==> src/rtl/uart_tx.sv <==
// uart_tx: UART transmitter for result bytes. Sends 8N1 frames by default.
// Define UART_TX_PARITY_EN to add an even-parity bit, giving an 11-bit frame.
// tx_done rises when the stop bit ends and stays high until the next accepted
// request. TX and tx_done come straight from flops.
//
// state    | meaning
// ---------+-----------------------------------------------------------
// IDLE     | line high, waiting for trmt
// TRANSMIT | shifting the frame out, one bit per BAUD_DIV clocks
module uart_tx #(
    parameter int BAUD_DIV = 434
) (
    input  logic       clk,
    input  logic       rst_n,
    input  logic       trmt,
    input  logic [7:0] tx_data,
    output logic       TX,
    output logic       tx_done
);

`ifdef UART_TX_PARITY_EN
    localparam int FRAME_BITS = 11;
`else
    localparam int FRAME_BITS = 10;
`endif

    localparam logic [0:0]  IDLE      = 1'b0;
    localparam logic [0:0]  TRANSMIT  = 1'b1;
    localparam logic [11:0] BAUD_LAST = 12'(BAUD_DIV - 1);
    localparam logic [3:0]  BIT_LAST  = 4'(FRAME_BITS - 1);

    logic [0:0]            state;
    logic [11:0]           baud_cnt;
    logic [3:0]            bit_cnt;
    logic [FRAME_BITS-1:0] shreg;
    logic [FRAME_BITS-1:0] frame_load;
    logic                  accept;
    logic                  baud_wrap;
    logic                  frame_end;

    // Frame image as it leaves the line, LSB first: start, data, [parity], stop.
    always_comb begin
`ifdef UART_TX_PARITY_EN
        frame_load = {1'b1, ^tx_data, tx_data, 1'b0};
`else
        frame_load = {1'b1, tx_data, 1'b0};
`endif
    end

    // Bit-boundary and frame-boundary strobes; a request is honoured only in IDLE.
    always_comb begin
        accept    = (state == IDLE) && trmt;
        baud_wrap = (state == TRANSMIT) && (baud_cnt == BAUD_LAST);
        frame_end = baud_wrap && (bit_cnt == BIT_LAST);
    end

    // Two-state sequencer.
    always_ff @(posedge clk or negedge rst_n) begin
        if (!rst_n) begin
            state <= IDLE;
        end else if (accept) begin
            state <= TRANSMIT;
        end else if (frame_end) begin
            state <= IDLE;
        end
    end

    // Baud counter runs 0..BAUD_DIV-1 per bit; bit counter counts finished bits.
    always_ff @(posedge clk or negedge rst_n) begin
        if (!rst_n) begin
            baud_cnt <= '0;
            bit_cnt  <= '0;
        end else if (accept) begin
            baud_cnt <= '0;
            bit_cnt  <= '0;
        end else if (baud_wrap) begin
            baud_cnt <= '0;
            bit_cnt  <= bit_cnt + 4'd1;
        end else if (state == TRANSMIT) begin
            baud_cnt <= baud_cnt + 12'd1;
        end
    end

    // Shift register drives the line; ones fill in so it idles high after the stop bit.
    always_ff @(posedge clk or negedge rst_n) begin
        if (!rst_n) begin
            shreg <= '1;
        end else if (accept) begin
            shreg <= frame_load;
        end else if (baud_wrap) begin
            shreg <= {1'b1, shreg[FRAME_BITS-1:1]};
        end
    end

    // Completion flag: set at the end of the stop bit, cleared by the next accept.
    always_ff @(posedge clk or negedge rst_n) begin
        if (!rst_n) begin
            tx_done <= 1'b0;
        end else if (accept) begin
            tx_done <= 1'b0;
        end else if (frame_end) begin
            tx_done <= 1'b1;
        end
    end

    assign TX = shreg[0];

endmodule

==> config.mk <==
export PLATFORM = sky130hd
export DESIGN_NAME = uart_tx
export DESIGN_NICKNAME = d
export VERILOG_FILES = /design/src/rtl/uart_tx.sv
export SDC_FILE = /design/constraint.sdc
export NUM_CORES = 1
export LEC_CHECK = 0
export ABC_AREA = 1
export CORE_MARGIN = 10
export CORE_UTILIZATION = 37
export CTS_CLUSTER_DIAMETER = 30
export DETAILED_ROUTE_END_ITERATION = 10
export SLEW_MARGIN = 30
export SYNTH_ARGS = -nofsm -noshare
export SYNTH_HDL_FRONTEND = slang
export SYNTH_SLANG_ARGS = --single-unit
==> constraint.sdc <==
create_clock -name clk -period 1.8 [get_ports clk]
set_clock_uncertainty 0.2 [all_clocks]
set_input_delay 0.36 -clock clk [delete_from_list [all_inputs] [get_ports clk]]
set_output_delay 0.36 -clock clk [all_outputs]
set_load 0.03 [all_outputs]
Power grid:
The bar under the picture is 20 um long. Pins as bars on the die edge.
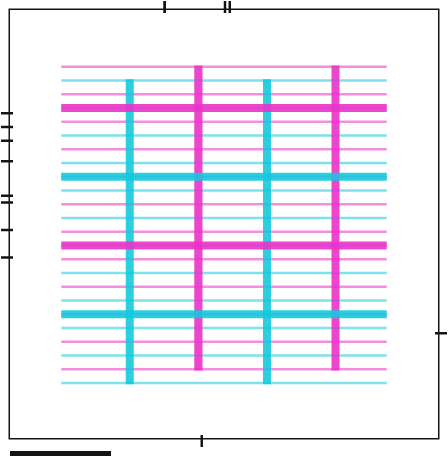
| net | colour |
|---|---|
| VSS | cyan |
| VDD | magenta |
met4 straps: 4
rows: 23
met5 straps: 4
signal pins: 13
met1 rails: 24
Die Ht: 84.68 um
Core ar.: 0.004029 mm2
Die X: 84.68 um

Cell classes on the final placement:
The bar under the picture is 20 um long.
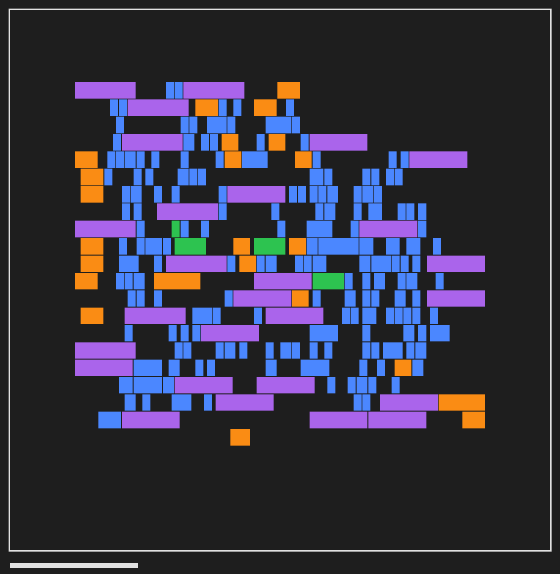
| class | colour | cells |
|---|---|---|
| other buffers and delay cells | orange | 23 |
| combinational and other logic | blue | 175 |
| clock drivers and dummy loads | green | 4 |
| flops | purple | 27 |
Layout Utilization: 45.81%
Seq/total area: 37.22%
post-layout instance area: 0.001846 mm2
FP Rows: 23

==> impl_metrics.json <==
{
  "clockRootBuffer": "clkbuf_8",
  "synthArstFlopShare_pct": 100.0,
  "slew_violations": 0,
  "clockBufferDepth": 2,
  "cpPeakStageDelay_ps": 540,
  "hp-class": "primary input to asynchronous set/reset pin",
  "r2r_start": "baud_cnt[1]",
  "antenna_found_initial": 0,
  "place_area_mm2": 0.001799,
  "edf_count": 0,
  "grt-ovfl-total": 0,
  "holdWs_ps": 238.4,
  "syn_area_per_cell_um2": 7.550,
  "rrSetupSlack_ps": 150,
  "grtUsageTotal_pct": 9.453,
  "reg2reg_depth": 8,
  "crit_path_end": "TX",
  "tightest_slew_ps": 386.9,
  "max-vdd-ir-drop_mv": 0.5107,
  "top_cell_area_share_pct": 29.10,
  "first_pass_iters": 4,
  "placed_cells": 275,
  "totalPowerFinal_uw": 1718,
  "stdcell_count": 279,
  "power.leakage_uw": 0.0009447,
  "synthTopLogicFamily": "simple AND/OR/NAND/NOR gates",
  "rsz0062_at_grt": "no",
  "place_ws_ps": 0.8391,
  "warnings": 28,
  "syn2layout_area_growth_pct": 19.24,
  "pin_count": 13,
  "antenna_cells": 0,
  "crit_path_end_kind": "primary output",
  "setup.worst_path.start_class": "register",
  "adder_share_pct": 3.234,
  "synth_cell_types": 24,
  "drt_iter0_markers": 49,
  "setup.worst_path.class": "register to primary output",
  "cp_max_fo": 2,
  "path_clk_slew_ps": 90,
  "place.gp.congestion": 0.8023,
  "yosys_area_mm2": 0.001548,
  "grt_max_degree": 28,
  "flop_cell": "dfrtp_1",
  "cts_hold_buf": 0,
  "yosysCellCount": 205,
  "maxCapViolations": 0,
  "finalCritPeriodShare_pct": 96.38,
  "synth_seq_share_pct": 44.38,
  "powerDensity_mw_per_mm2": 931.0,
  "fp_util_pct": 38.42,
  "tns_ps": 0,
  "min_period_ps": 1735,
  "synthTopCellsByArea": "dfrtp_1 29%, dfstp_2 15%, nand2_1 15%",
  "cts_tree": "built",
  "synth_nets": 220,
  "status": "completed",
  "crit_family": "flip-flops",
  "die-area_mm2": 0.007170,
  "htree_levels": 1,
  "path_cells": "clkdlybuf4s15_1",
  "netlist_area_mm2": 0.001548,
  "setup_slack_ps": 65.22,
  "syn_inst": 205,
  "max_freq_mhz": 576.4,
  "synth_top_cell_by_count": "nand2_1",
  "cp.depth": 1,
  "grt_pass1_vias": 1294,
  "hpwlAfterDp_mm": 2.356,
  "port_buffers": 12,
  "yosys-top-cells-count": "60 x nand2_1, 33 x inv_1, 32 x nor2_1, 18 x dfrtp_1, 10 x o21ai_0",
  "drc": 0,
  "cts_sinks": 27,
  "yosys.area_share.simple_pct": 32.66,
  "drive_above_1_share_pct": 14.85,
  "maxSlewHeadroom_pct": 74.11,
  "hold_viol": 0,
  "wl_per_cell_um": 11.23,
  "grt_pass1_wl_mm": 5.865,
  "startpoint": "shreg[0]",
  "yosys-mux-area-fraction_pct": 0.6467,
  "nets": 245,
  "vias": 1260,
  "required_ps": 1240,
  "yosysWarnings": 0,
  "post_synth_ao_oa_area_fraction_pct": 5.497,
  "slowest_stage": "dfstp_2",
  "reg2reg_to": "bit_cnt[1]",
  "ant_nets": 0,
  "synth_area_leader_cell": "dfrtp_1",
  "synth_flop_count": 27,
  "vias_per_cell": 4.516,
  "cts_made_buffers": 3,
  "setup_viol": 0,
  "crit_buf_inv": 1,
  "xor_area_share_pct": 2.829,
  "worstPathArrival_ps": 1170,
  "wl_mm": 3.132
}
Routed clock nets over the placement:
The bar under the picture is 20 um long.
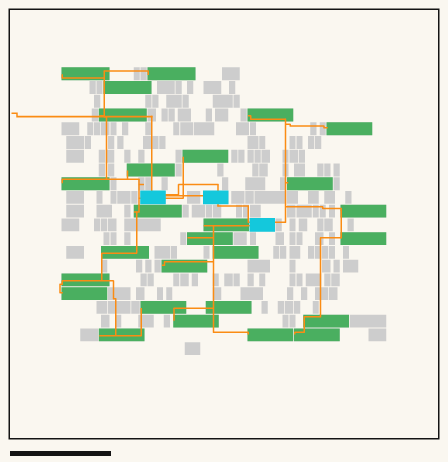
[clock drivers] cyan | count: 3
[flip-flops] green | count: 27
[clock wires] orange | length: 383 um
routed clock nets: 4
Clock Power Share: 20.5%
P_clk: 352 uW
Latency at later pin: 270 ps

-- placed cells by master, fill, tap and decap left out --
master           instances
dfstp_2                  9
buf_12                   2
dlygate4sd2_1            1
nand2_2                  3
or2_0                    1
o21ai_2                  2
nand2_4                  1
a21oi_1                  2
ha_1                     4
o21ai_0                 10
nor2_4                   2
nor2_1                  31
clkdlybuf4s50_1         10
o211ai_1                 1
nand3_4                  1
nand3_1                  9
clkbuf_1                 1
nor2_2                   1
inv_1                   33
buf_4                    9
nor3_1                   4
inv_2                    1
nand4_1                  3
dfrtp_1                 18
nand2_1                 60
xor2_1                   5
clkdlybuf4s15_1          1
clkbuf_8                 3
mux2i_1                  1
-- sequential cells by signal, indices dropped and copies added, names as in the netlist --
name	flops
state	1
shreg	9
tx_done	1
bit_cnt	4
baud_cnt	12
-- where the power goes --
part / leakage, uW / internal (uW) / total [uW] / switching [uW]
Sequential: 0.000306 / 757 / 876 / 119
Combinational: 0.000616 / 199 / 490 / 291
Clock: 0.0000228 / 159 / 352 / 193
-- cell type report --
| class | instances | area, um2 |
|---|---|---|
| Sequential cell | 27 | 686.9 |
| Timing Repair Buffer | 23 | 226.5 |
| Inverter | 34 | 127.6 |
| Clock buffer | 4 | 45.04 |
| Multi-Input combinational cell | 141 | 696.9 |
| Fill cell | 417 | 2183 |
| Tap cell | 50 | 62.56 |
-- what timing repair did --
item / 4_1_cts / 5_1_grt
setup buffers: 0 / 0
pin swaps: 0 / 0
gates resized: 2 / 2
setup endpoints to repair: 2 / 3
-- layer usage --
layer	routed length (um)	up-vias	track usage (%)	part of all wire [%]
met2	1407	18	15.92	45
met1	1571	572	11.69	50
met5	0	-	0	0
met4	15	0	1.647	0.48
met3	137	2	2.802	4.4
li1	-	668	-	-
No activity file was given, so power comes from the tool's default toggle rates.
